Metal layers overlaid:
Drawn at 2 px/µm. Two of the layers only.
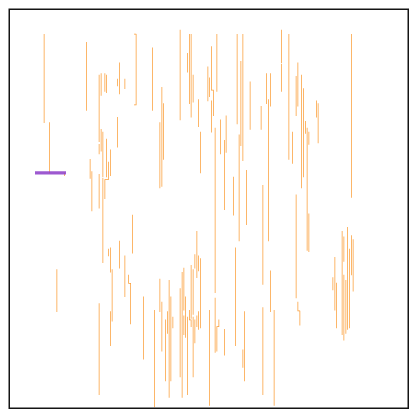
The metal 1 layer:
Drawn at 2 px/µm. Supply wires on this layer in gray.
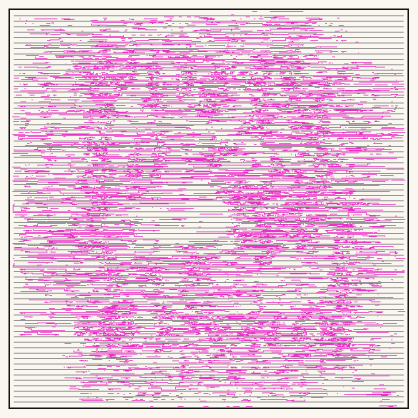
Design wb_bus_arbiter, sky130hd; sources not shown.
==> impl_metrics.json <==
{
  "status": "finished clean",
  "num_io_pins": 284,
  "yosysTopAreaCell": "edfxtp_1",
  "detail_route.first_pass.iterations": 8,
  "post-route-min-period_ps": 10490,
  "dpl-instance-area_mm2": 0.0243,
  "holdBufCountCts": 0,
  "core_area_mm2": 0.0377,
  "initial_core_util_pct": 56.0,
  "reg2reg_depth": 14,
  "cts_tree": "done",
  "grtUsageMet2_pct": 50.9,
  "ys_cells": 1762,
  "tns_ps": 0,
  "grt_overflow_total": 0,
  "worst_slew_pin_slew_ps": 1250,
  "grtUsageMet3_pct": 7.41,
  "port_buffers": 279,
  "slew_headroom_pct": 16.2,
  "cts_max_path_buffers": 3,
  "cts_buffers": 44,
  "nFillCells": 2670,
  "warnings": 40,
  "drtAntennaViolNets": 0,
  "synthTopCellsByArea": "edfxtp_1 (43%), dfrtp_1 (16%), mux2i_1 (9.0%), mux2_2 (6.0%), nor2_1 (3.9%)",
  "fp_nets": 1938,
  "top_cells_by_count": "edfxtp_1 (304), nor2_1 (219), mux2i_1 (190)",
  "synthToLayoutAreaGrowth_pct": 21.8,
  "hpwlAfterDp_um": 38600,
  "cts_root_buf": "clkbuf_16",
  "postSynthCellCount": 1762,
  "cts-resized-gates": 0,
  "final_layout_size_suffix_gt1_share_pct": 12.7,
  "grt_pass1_vias": 16263,
  "r2r_slack_ps": 7650
}
Notes on 'metal layers overlaid' above:
- purple: M5 (wire length 13.8 µm)
- orange: M4 (wire length 3430 µm)
DR WL/cell: 25.0 µm
via count of the routed design: 16084

Notes on 'the metal 1 layer' above:
- longest straight run: 53.4 µm
- wire length on this layer: 23.6 mm
final wirelength: 63300 µm
global routing usage on met1: 41.0%

==> worst max-delay path, cell delays in order <==
cell	delay (ps)
buf_6	490
nor2b_1	220
clkdlybuf4s50_1	670
==> cells by family after synthesis <==
group	after synthesis	synth area share, %
AOI/OAI and AO/OA	385	12.1
xor gates and xnor gates	6	0.249
muxes	307	15.5
DFF	439	59.3
buffers and inverters	161	3.09
adders and majority gates	13	0.772
and+or+nand+nor	451	8.98
==> area by class of cell <==
cell class,count,area (µm²),area share (%)
Antenna cell,5,12.5,0.0487
Clock buffer,55,1180,4.61
Clock inverter,26,156,0.609
Inverter,26,100,0.390
Multi-Input combinational cell,1162,8020,31.3
Sequential cell,439,12500,48.8
Tap cell,511,639,2.49
Timing Repair Buffer,311,3030,11.8
==> stage by stage <==
step                      hold slack (ps)  utilization (%)  instances  setup slack, ps  power, mW
final                                 581             68.1       2535             4660       6.12
after global routing                  599             68.1       2534             4480       6.39
after CTS                             579             68.1       2530             4580       6.02
after detailed placement              561             64.5       2449             4580       4.98
after global placement                553             64.5       2449             4610       4.84
after floorplan                       519                -       1762             5600       3.98
==> per-layer routing <==
| layer | wire length, µm | part of all wire, % | vias up |
|---|---|---|---|
| met4 | 3430 | 5.4 | 2 |
| met5 | 13 | 0.021 | - |
| li1 | - | - | 6961 |
| met1 | 23600 | 37 | 7742 |
| met3 | 6790 | 11 | 288 |
| met2 | 29400 | 46 | 1091 |
==> report_power, final <==
group / switching (mW) / internal (mW)
clock: 0.457 / 0.571
combinational: 2.26 / 1.20
sequential: 0.151 / 1.48
total: 2.87 / 3.25
Power figures rest on the tool's default switching activity, not on a simulated workload.
